## config.mk

```make
export PLATFORM = sky130hd
export DESIGN_NAME = q_sync_debounce
export DESIGN_NICKNAME = d
export VERILOG_FILES = /design/src/rtl/latch_pkg.sv /design/src/rtl/sync_chain.sv /design/src/rtl/q_sync_debounce.sv
export SDC_FILE = /design/constraint.sdc
export NUM_CORES = 1
export LEC_CHECK = 0
export CAP_MARGIN = 10
export CORE_MARGIN = 10
export CORE_UTILIZATION = 47
export DETAILED_ROUTE_END_ITERATION = 10
export PLACE_DENSITY = 0.77
export SLEW_MARGIN = 5
export SYNTH_ARGS = -nofsm -noshare
export SYNTH_HDL_FRONTEND = slang
export SYNTH_SLANG_ARGS = --single-unit
```

## constraint.sdc

```tcl
create_clock -name clk -period 1.8 [get_ports clk]
set_input_delay 0.45 -clock clk [delete_from_list [all_inputs] [get_ports clk]]
set_output_delay 0.45 -clock clk [all_outputs]
set_load 0.01 [all_outputs]
```

## src/rtl/latch_pkg.sv

```systemverilog
// Shared FSM encodings and default parameters for the latch-output synchronizer/debouncer.
package latch_pkg;

  typedef enum logic [1:0] {
    ST_LOW    = 2'd0,
    PEND_HIGH = 2'd1,
    ST_HIGH   = 2'd2,
    PEND_LOW  = 2'd3
  } state_e;

  localparam int DEF_SYNC_STAGES = 2;
  localparam int DEF_DEB_CYCLES  = 4;
  localparam int DEF_CNT_W       = 8;

endpackage

```

## src/rtl/sync_chain.sv

```systemverilog
// Multi-flop synchronizer for a single asynchronous bit; q is the last flop.
module sync_chain #(
  parameter int STAGES = 2
) (
  input  logic clk,
  input  logic rst,
  input  logic d,
  output logic q
);

  logic [STAGES-1:0] r;

  always_ff @(posedge clk) begin
    if (rst) r <= '0;
    else     r <= {r[STAGES-2:0], d};
  end

  assign q = r[STAGES-1];

endmodule

```

## src/rtl/q_sync_debounce.sv

```systemverilog
// Synchronizes and debounces the D-latch Q output, counts accepted level changes.
// Define Q_SYNC_EDGE_EN to build the rise/fall pulse outputs; otherwise they are tied low.
module q_sync_debounce
  import latch_pkg::*;
#(
  parameter int SYNC_STAGES = DEF_SYNC_STAGES,
  parameter int DEB_CYCLES  = DEF_DEB_CYCLES,
  parameter int CNT_W       = DEF_CNT_W
) (
  input  logic             clk,
  input  logic             rst,
  input  logic             q_in,
  input  logic             clr_cnt,
  output logic             q_stable,
  output logic             rise,
  output logic             fall,
  output logic             busy,
  output logic [CNT_W-1:0] edge_cnt,
  output state_e           dbg_state
);

  localparam int RUN_W = (DEB_CYCLES > 1) ? $clog2(DEB_CYCLES) : 1;
  localparam logic [RUN_W-1:0] RUN_LAST = RUN_W'(DEB_CYCLES - 1);

  logic             s;
  state_e           state, state_n;
  logic [RUN_W-1:0] run, run_n;
  logic             q_n;
  logic             accept;

  sync_chain #(.STAGES(SYNC_STAGES)) u_sync (
    .clk (clk),
    .rst (rst),
    .d   (q_in),
    .q   (s)
  );

  // run holds how many consecutive differing samples have been seen so far.
  always_comb begin
    state_n = state;
    run_n   = run;
    q_n     = q_stable;
    accept  = 1'b0;
    unique case (state)
      ST_LOW, ST_HIGH: begin
        if (s != q_stable) begin
          if (DEB_CYCLES == 1) begin
            accept  = 1'b1;
            q_n     = s;
            state_n = s ? ST_HIGH : ST_LOW;
          end else begin
            state_n = (state == ST_LOW) ? PEND_HIGH : PEND_LOW;
            run_n   = RUN_W'(1);
          end
        end
      end
      PEND_HIGH, PEND_LOW: begin
        if (s == q_stable) begin
          state_n = q_stable ? ST_HIGH : ST_LOW;
          run_n   = '0;
        end else if (run == RUN_LAST) begin
          accept  = 1'b1;
          q_n     = s;
          state_n = s ? ST_HIGH : ST_LOW;
          run_n   = '0;
        end else begin
          run_n = run + RUN_W'(1);
        end
      end
      default: begin
        state_n = ST_LOW;
        run_n   = '0;
      end
    endcase
  end

  always_ff @(posedge clk) begin
    if (rst) begin
      state    <= ST_LOW;
      run      <= '0;
      q_stable <= 1'b0;
      busy     <= 1'b0;
      edge_cnt <= '0;
    end else begin
      state    <= state_n;
      run      <= run_n;
      q_stable <= q_n;
      busy     <= (state_n == PEND_HIGH) || (state_n == PEND_LOW);
      if (clr_cnt)
        edge_cnt <= '0;
      else if (accept && (edge_cnt != {CNT_W{1'b1}}))
        edge_cnt <= edge_cnt + CNT_W'(1);
    end
  end

`ifdef Q_SYNC_EDGE_EN
  always_ff @(posedge clk) begin
    if (rst) begin
      rise <= 1'b0;
      fall <= 1'b0;
    end else begin
      rise <= accept & q_n;
      fall <= accept & ~q_n;
    end
  end
`else
  assign rise = 1'b0;
  assign fall = 1'b0;
`endif

  assign dbg_state = state;

endmodule

```

==> impl_metrics.toml <==
# yosys + openroad results
[run_status]
status = "complete, no violations"

[global_route]
antenna_found_initial = 0
grt_overflow_total = 0
grt_use_total_pct = 9.45

[placed_design]
detailed_place_hpwl_mm = 1.21
place_area_um2 = 892
dp_slack_ns = 0.155

[final_timing]
rsz0062_at_grt = "false"
setup_viol = 0
post-route-min-period_ns = 1.76
timing.fmax_ghz = 0.570
period_used_pct = 97.5
hold_ws_ns = 0.453
setup_slack_ns = 0.0450

[floorplanning]
fp-utilization_pct = 49.6
core_um2 = 1490
die_h_um = 59.6

[clock_network]
ctsResizeCount = 2
clk_path_buf_depth = 2
clkTransAtPathRegs_ns = 0.09
clock_latency_ns = 0.28

[cells_and_area]
drive_above_1_share_pct = 15.3
final_nets = 105
final_cell_mix = "clkdlybuf4s50_1 (15), dfxtp_1 (9), nor2_1 (8)"
antennaDiodeCount = 0

[drt]
wire_per_inst_um = 13.9
drt-total-wl_mm = 1.58

[pwr]
p_switching_uw = 128
leakage_uw = 0.000366
irDropWorstVdd_mv = 0.636
swShare_pct = 22.6
p_clk_share_pct = 34.6
pwr-share-seq_pct = 60.0

[yosys]
edf_count = 0
syn_inst = 83
async_flop_share_pct = 0
synth_area_um2 = 738
numSynthFlops = 15
synth_warnings = 0
synthTopCellsByCount = "dfxtp_1 (15), nor2_1 (8), clkbuf_1 (4), nand3_1 (4)"
largest_area_cell = "dfxtp_1"

[flow_run]
warnings = 26
cap_violations = 0

[worst_setup_path]
cp-end-kind = "output pin"
critPathMaxStageDelay_ns = 0.58
cp.arrival_ns = 1.31
crit_type = "flop to output pin"
path_max_fanout = 7
crit_buf_inv = 1
-- area by class of cell --
class                   instances  area (µm²)
fillers                       125         563
multi-input cells              59         392
flip-flops and latches         15         308
repair buffers                 18         173
clock buffers                   4        26.3
well taps                      16        20.0
inverters                       2        7.51
-- metal layers --
metal | track usage [%] | vias to the layer above | wire [µm]
li1 | - | 329 | -
met4 | 2.88 | 0 | 10
met5 | 0 | - | 0
met3 | 4.51 | 2 | 157
met1 | 11.2 | 298 | 683
met2 | 14.7 | 18 | 730
-- worst max-delay path by stage --
stage / depth (start not counted) / slack (ns) / end / start
after floorplan: 6 / 0.25 / edge_cnt[5]$_SDFFE_PP0P_ / run[0]$_SDFFE_PP0P_
after global placement: 5 / 0.20 / edge_cnt[4]$_SDFFE_PP0P_ / clr_cnt
after detailed placement: 5 / 0.15 / edge_cnt[4]$_SDFFE_PP0P_ / clr_cnt
after CTS: 1 / 0.002 / dbg_state[0] / dbg_state[0]$_SDFF_PP0_
after global routing: 1 / 0.0009 / q_stable / q_stable$_SDFFE_PP0P_
final: 1 / 0.04 / edge_cnt[7] / edge_cnt[7]$_SDFFE_PP0P_
-- kinds of logic after synthesis --
| family | synth area share, % |
|---|---|
| compound gates | 16.6 |
| xor+xnor | 3.39 |
| fa+ha+maj | 3.39 |
| buf+inv | 6.78 |
| flops | 40.7 |
| mux | 2.71 |
| other cells | 0.508 |
| simple gates | 25.9 |
-- flip-flops by register name, summed over array words and instances, names as in the netlist, named ones only --
register and count:
run 2, edge_cnt 8, u_sync.r 2, dbg_state 1, q_stable 1
-- power groups by stage --
stage               sequential (µW)  clock [µW]  combinational [µW]
floorplan                       347           0                20.1
global placement                347           0                29.3
detailed placement              347           0                30.1
CTS                             339         198                30.2
global route                    340         212                34.0
finish                          339         196                30.3
Figure 1. Metal 1.
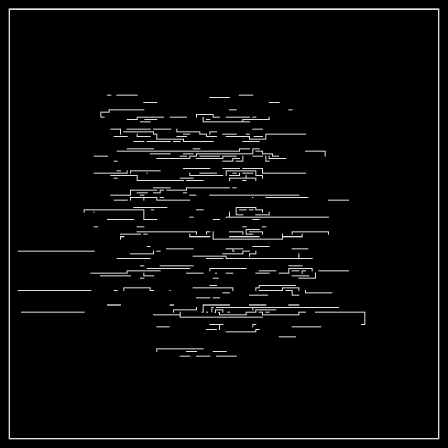
- longest straight run: 17.0 µm
- main direction: horizontal
M1 GR Usage: 11.2%
DR vias: 647

Figure 2. Metal 2.
Bar = 20 µm. Cells faint in the background.
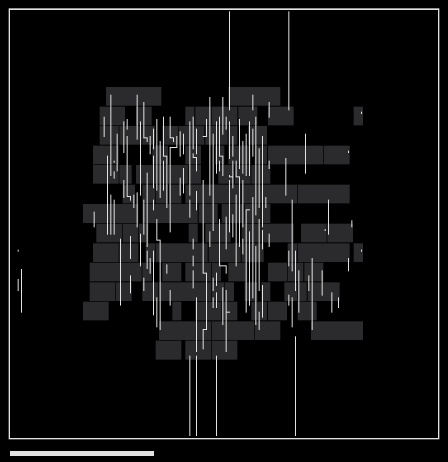
- share of all routed wire: 46%
- wire length on this layer: 730 µm
- longest straight run: 14.3 µm
- main direction: vertical
- nets with wire on the layer: 90

Figure 3. Met3 routing.
Bar = 20 µm.
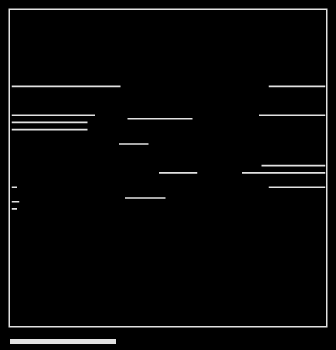
- wire length on this layer: 158 µm
- nets with wire on the layer: 15
- share of all routed wire: 10%

Figure 4. A small window of the routed layout.
Bar = 5 µm. Window x 5 to 25, y 35 to 55 µm. Cells in grey, sequential cells in the stronger grey; small squares are vias.
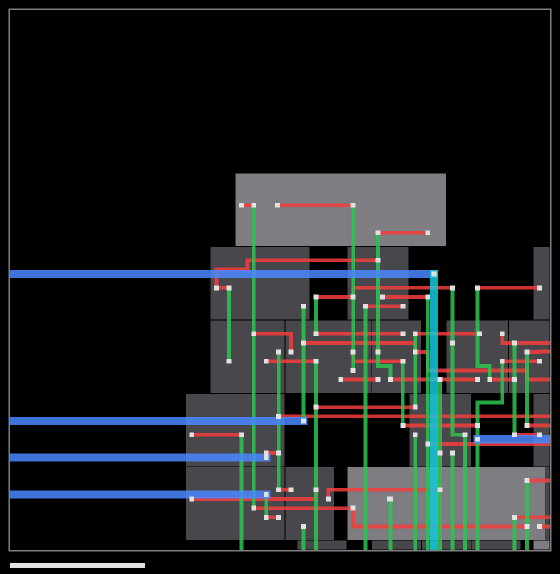
- red: M1
- green: M2
- blue: M3
- cyan: M4
- most frequent: clkdlybuf4s50_1 (3), and3_1 (2)
- netlist names of flops here include: `edge_cnt` (1), `q_stable` (1)
- cells with their middle in the window: 12
- sequential cells in the window: 2

Figure 5. Track usage over the die.
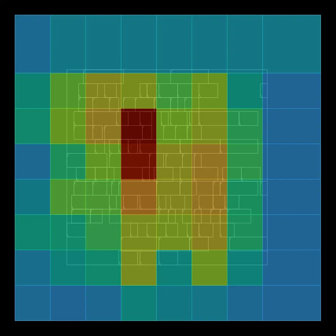
busiest layer in global routing: met2
final core utilization: 62.2%

No activity file was given, so power comes from the tool's default toggle rates.
